$ cat src/rtl/f3m_serial_mult_ctrl_pkg.sv
// Shared GF(3) definitions for the digit-serial GF(3^M) multiplier:
// coefficient codes, FSM encoding, default field parameters and cell functions.
package f3m_serial_mult_ctrl_pkg;

    localparam logic [1:0] F3_ZERO = 2'b00;
    localparam logic [1:0] F3_ONE  = 2'b01;
    localparam logic [1:0] F3_TWO  = 2'b10;

    localparam int M_DEF = 97;
    localparam int K_DEF = 12;

    typedef enum logic [1:0] {
        ST_IDLE = 2'd0,
        ST_RUN  = 2'd1,
        ST_DONE = 2'd2
    } state_t;

    // The unused code 2'b11 behaves as zero everywhere in the datapath.
    function automatic logic [1:0] f3_norm(input logic [1:0] a);
        return (a == 2'b11) ? F3_ZERO : a;
    endfunction

    function automatic logic [1:0] f3_add(input logic [1:0] a, input logic [1:0] b);
        logic [2:0] s;
        s = {1'b0, a} + {1'b0, b};
        return (s >= 3'd3) ? 2'(s - 3'd3) : s[1:0];
    endfunction

    function automatic logic [1:0] f3_mul(input logic [1:0] a, input logic [1:0] b);
        if (a == F3_ZERO || b == F3_ZERO) return F3_ZERO;
        return (a == b) ? F3_ONE : F3_TWO;
    endfunction

endpackage

$ cat src/rtl/f3m_mult_step.sv
// One MSB-first iteration: acc_nxt = reduce(acc*x) + a_digit*B over GF(3^M),
// with p(x) = x^M + x^K + 2, so the shifted-out coefficient folds into x^0 and 2x^K.
module f3m_mult_step
    import f3m_serial_mult_ctrl_pkg::*;
#(
    parameter int M = M_DEF,
    parameter int K = K_DEF
) (
    input  logic [2*M-1:0] i_acc,
    input  logic [1:0]     i_a_digit,
    input  logic [2*M-1:0] i_b,
    output logic [2*M-1:0] o_acc_nxt
);

    logic [1:0] w_top;
    logic [1:0] w_a;

    assign w_top = i_acc[2*M-1 -: 2];
    assign w_a   = f3_norm(i_a_digit);

    for (genvar i = 0; i < M; i++) begin : g_coef
        logic [1:0] w_prev;
        logic [1:0] w_fb;

        if (i == 0) begin : g_lo
            assign w_prev = F3_ZERO;
            assign w_fb   = w_top;
        end else if (i == K) begin : g_tap
            assign w_prev = i_acc[2*i-1 -: 2];
            assign w_fb   = f3_mul(F3_TWO, w_top);
        end else begin : g_mid
            assign w_prev = i_acc[2*i-1 -: 2];
            assign w_fb   = F3_ZERO;
        end

        assign o_acc_nxt[2*i +: 2] = f3_add(f3_add(w_prev, w_fb),
                                            f3_mul(w_a, f3_norm(i_b[2*i +: 2])));
    end

endmodule

$ cat src/rtl/f3m_serial_mult_ctrl.sv
// Sequencer for the digit-serial GF(3^M) multiplier: start/busy/done handshake,
// operand/result registers. Optional operand check enabled by F3_OPERAND_CHECK_EN.
module f3m_serial_mult_ctrl
    import f3m_serial_mult_ctrl_pkg::*;
#(
    parameter int M = M_DEF,
    parameter int K = K_DEF
) (
    input  logic           clk,
    input  logic           reset,
    input  logic           start,
    input  logic [2*M-1:0] A,
    input  logic [2*M-1:0] B,
    output logic           busy,
    output logic           done,
`ifdef F3_OPERAND_CHECK_EN
    output logic           err,
`endif
    output logic [2*M-1:0] C
);

    localparam int CW = (M > 1) ? $clog2(M) : 1;

    state_t         r_state, w_nxt;
    logic [CW-1:0]  r_cnt;
    logic [2*M-1:0] r_a, r_b, r_acc, r_c;
    logic [2*M-1:0] w_step;
    logic [1:0]     w_adig;
    logic           w_abort;

    assign w_adig = r_a[{r_cnt, 1'b0} +: 2];

    f3m_mult_step #(.M(M), .K(K)) u_step (
        .i_acc     (r_acc),
        .i_a_digit (w_adig),
        .i_b       (r_b),
        .o_acc_nxt (w_step)
    );

`ifdef F3_OPERAND_CHECK_EN
    logic r_err, w_bad;

    always_comb begin
        w_bad = 1'b0;
        for (int i = 0; i < M; i++)
            if (A[2*i +: 2] == 2'b11 || B[2*i +: 2] == 2'b11) w_bad = 1'b1;
    end

    always_ff @(posedge clk or posedge reset) begin
        if (reset)                          r_err <= 1'b0;
        else if (r_state == ST_IDLE && start) r_err <= w_bad;
    end

    assign w_abort = r_err;
    assign err     = r_err;
`else
    assign w_abort = 1'b0;
`endif

    always_comb begin
        w_nxt = r_state;
        case (r_state)
            ST_IDLE: if (start) w_nxt = ST_RUN;
            ST_RUN:  if (r_cnt == '0 || w_abort) w_nxt = ST_DONE;
            ST_DONE: w_nxt = ST_IDLE;
            default: w_nxt = ST_IDLE;
        endcase
    end

    always_ff @(posedge clk or posedge reset) begin
        if (reset) begin
            r_state <= ST_IDLE;
            r_cnt   <= '0;
            r_a     <= '0;
            r_b     <= '0;
            r_acc   <= '0;
            r_c     <= '0;
        end else begin
            r_state <= w_nxt;
            case (r_state)
                ST_IDLE: if (start) begin
                    r_a   <= A;
                    r_b   <= B;
                    r_acc <= '0;
                    r_cnt <= CW'(M - 1);
                end
                ST_RUN: begin
                    r_acc <= w_step;
                    r_cnt <= (r_cnt == '0) ? '0 : r_cnt - 1'b1;
                    // A rejected operand still finishes through DONE, but with a zero product.
                    if (w_abort)           r_c <= '0;
                    else if (r_cnt == '0)  r_c <= w_step;
                end
                default: ;
            endcase
        end
    end

    assign busy = (r_state == ST_RUN);
    assign done = (r_state == ST_DONE);
    assign C    = r_c;

endmodule
$ cat config.mk
export PLATFORM = sky130hd
export DESIGN_NAME = f3m_serial_mult_ctrl
export DESIGN_NICKNAME = d
export VERILOG_FILES = /design/src/rtl/f3m_serial_mult_ctrl_pkg.sv /design/src/rtl/f3m_mult_step.sv /design/src/rtl/f3m_serial_mult_ctrl.sv
export SDC_FILE = /design/constraint.sdc
export NUM_CORES = 2
export LEC_CHECK = 0
export ABC_CLOCK_PERIOD_IN_PS = 33100
export CAP_MARGIN = 20
export CORE_MARGIN = 3
export CORE_UTILIZATION = 40
export CTS_CLUSTER_DIAMETER = 120
export DETAILED_ROUTE_END_ITERATION = 7
export PLACE_DENSITY_LB_ADDON = 0.25
export SYNTH_ARGS = -nofsm -noshare
export SYNTH_HDL_FRONTEND = slang
export SYNTH_SLANG_ARGS = --single-unit
$ cat constraint.sdc
create_clock -name clk -period 33.1 [get_ports clk]
set_input_delay 8.275 -clock clk [delete_from_list [all_inputs] [get_ports clk]]
set_output_delay 8.275 -clock clk [all_outputs]
set_load 0.05 [all_outputs]
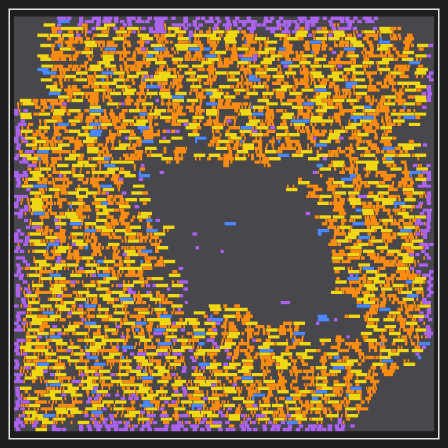
Fig. 1. Placed cells, one color a class.
Fill, decap, tap and diode cells in gray.
Yellow shows registers, cells 785. Blue shows clock drivers and dummy loads, cells 167. Purple shows remaining buffers and delay cells, cells 622. Orange shows remaining logic cells, cells 3564.
Finished Core Util: 0.499
# rows: 121
Seq/total area: 0.359
finished layout cell area: 54700 um2
area of the core: 110000 um2

==> flow_summary.json <==
{
  "outcome": "complete, no violations",
  "crit_fanout": 78,
  "logic_family": "simple AND/OR/NAND/NOR gates",
  "syn_inst": 4576,
  "worstSetupPathType": "in2reg",
  "use_met1": 0.269,
  "timing.final.max_slew_violations": 0,
  "area_leaders": "dfrtp_1, ha_1, nand2_1, fa_1, o21ai_0",
  "layout.nets": 5947,
  "finalPower_mw": 2.05,
  "synth_top_cell_by_area": "dfrtp_1",
  "grt_pass1_wl_mm": 194,
  "cp_cell_sequence": "clkdlybuf4s50_1 > and2_4 > buf_4 > buf_4 > buf_4 > o21ai_0",
  "cts_root_buffer": "clkbuf_16",
  "cts_tree": "yes",
  "finalCritPeriodShare": 0.339,
  "synthArstFlopShare": 1.00,
  "tightest_slew_ps": 1050,
  "ys.flops": 785,
  "die_x_um": 340,
  "busiest_layer": "met2",
  "ctsHoldBuffers": 0,
  "vias_per_cell": 5.10,
  "cts_sinks": 785,
  "dp_hpwl_mm": 84.8,
  "ys_sh_mux": 0.0527,
  "cp_num_buf_inv": 4,
  "powerComb_mw": 0.0728,
  "relSlewSlack": 0.302,
  "met2_usage": 0.351,
  "synth_area_um2": 44500,
  "overflow": 0,
  "combPwrFrac": 0.035,
  "final_cells": 6630,
  "top_power_group": "clock",
  "routedWlPerCell_um": 18.4,
  "ctsResizeCount": 0,
  "hold_viol": 0,
  "ys_seq_share": 0.441,
  "avgSynthCellArea_um2": 9.73,
  "cp-end-kind": "register",
  "antenna_found_initial": 23,
  "grt_use_total": 0.211,
  "drive_gt1_frac": 0.0656,
  "fp_nets": 5458,
  "crit_path_frequent_cell": "buf_4",
  "cts_buffer_depth": 3,
  "port_buffers": 586,
  "dr_total_vias": 33832,
  "met3_usage": 0.0373,
  "timing.final.ws_setup_ps": 21870,
  "setup_viol": 0,
  "wirelength_mm": 122,
  "ys.warnings.count": 0,
  "dp_cells": 6445,
  "clkPwrFrac": 0.497,
  "yosysUniqueCellTypes": 49,
  "crit_path_start_kind": "input port",
  "compound_area_frac": 0.0851,
  "die-area_um2": 115000,
  "ir_drop_mv": 0.0402,
  "gp_congestion": 0.809,
  "grt_pass1_vias": 35064,
  "ff_type": "dfrtp_1",
  "finalSetupTns_ps": 0,
  "rsz0062_at_grt": "no",
  "top_cell": "nand2_1",
  "hold_slack_ps": 469,
  "leakage_nw": 27.0,
  "first_pass_iters": 7,
  "crit_path_max_incr_delay_ps": 700,
  "fp_util": 0.406,
  "cp.arrival_ps": 11730,
  "drtIter0Drc": 1639,
  "fin_crit_ps": 11230,
  "htreeDepth": 3,
  "maxCapViolCount": 0
}
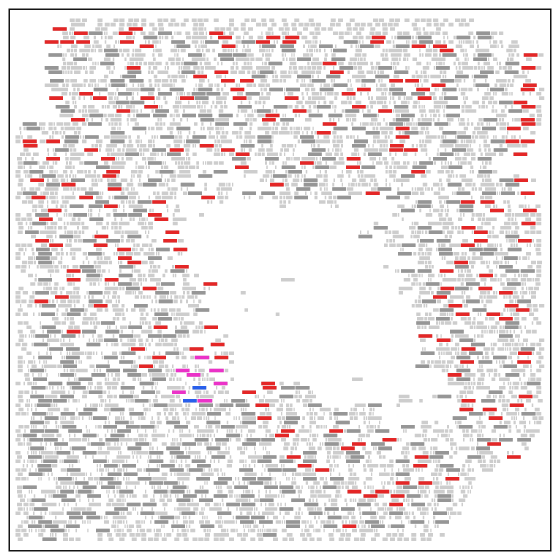
Fig. 2. Where the registers sit.
Other sequential cells in the stronger gray, the rest of the logic in the fainter gray.
Magenta shows `r_cnt`, sequential cells 7. Blue shows `r_state`, sequential cells 2. Red shows `C`, sequential cells 194, where spread over the die.
Another 582 sequential cells are not colored.
Storage cell area: 19600 um2
P_seq: 0.960 mW

-- cell type report --
| class | count | area, um2 |
|---|---|---|
| inverter | 254 | 968 |
| clock buffer | 130 | 2670 |
| timing repair buffer | 622 | 6210 |
| sequential | 785 | 19600 |
| antenna | 16 | 40.0 |
| clock inverter | 37 | 375 |
| fill | 10129 | 54900 |
| multi-input combinational | 3310 | 23000 |
| tap | 1476 | 1850 |
-- worst register-to-register path, delay by kind of cell, from the launching register on --
kind,cells,cell delay [ps]
adder cells (fa/ha/maj),4,1560
multiplexers,2,470
AND-OR/OR-AND,4,1510
buffers and inverters,4,2500
flip-flops,1,340
AND/OR/NAND/NOR,3,750
-- placed cells by master, fill, tap and decap left out, types with 28 or more instances in the layout --
cell type	netlist	routed
mux2_2	102	102
clkdlybuf4s50_1	0	586
nor2b_1	173	173
o211ai_1	99	99
a22o_1	97	97
dfrtp_1	785	782
nand2b_1	29	29
nand3b_1	28	28
clkbuf_16	0	93
inv_1	253	251
xor2_1	140	140
nand2_1	1142	1141
nor2_1	109	109
xnor2_1	55	55
ha_1	393	391
a21oi_1	99	99
mux2i_1	28	28
o21ai_0	302	302
nor3_1	170	170
nor4_1	71	71
fa_1	98	98
or3_1	71	70
mux4_2	35	35
buf_4	6	31
-- final timing paths --
path / to / depth (start not counted) / startpoint / slack (ps)
min in group asynchronous: r_a[182] / 2 / reset / 8100
max in group asynchronous: r_a[95] / 5 / reset / 21910
max: r_b[97] / 6 / start / 21870
min: r_a[107] / 2 / r_a[107] / 470
min reg2reg: r_a[107] / 2 / r_a[107] / 470
max reg2reg: C[94] / 17 / r_cnt[1] / 25910
-- per-layer routing --
metal | vias up | part of all wire
met5 | - | 0.00062
met4 | 10 | 0.040
met3 | 211 | 0.046
met2 | 690 | 0.48
met1 | 16574 | 0.43
li1 | 16347 | -
No activity file was given, so power comes from the tool's default toggle rates.
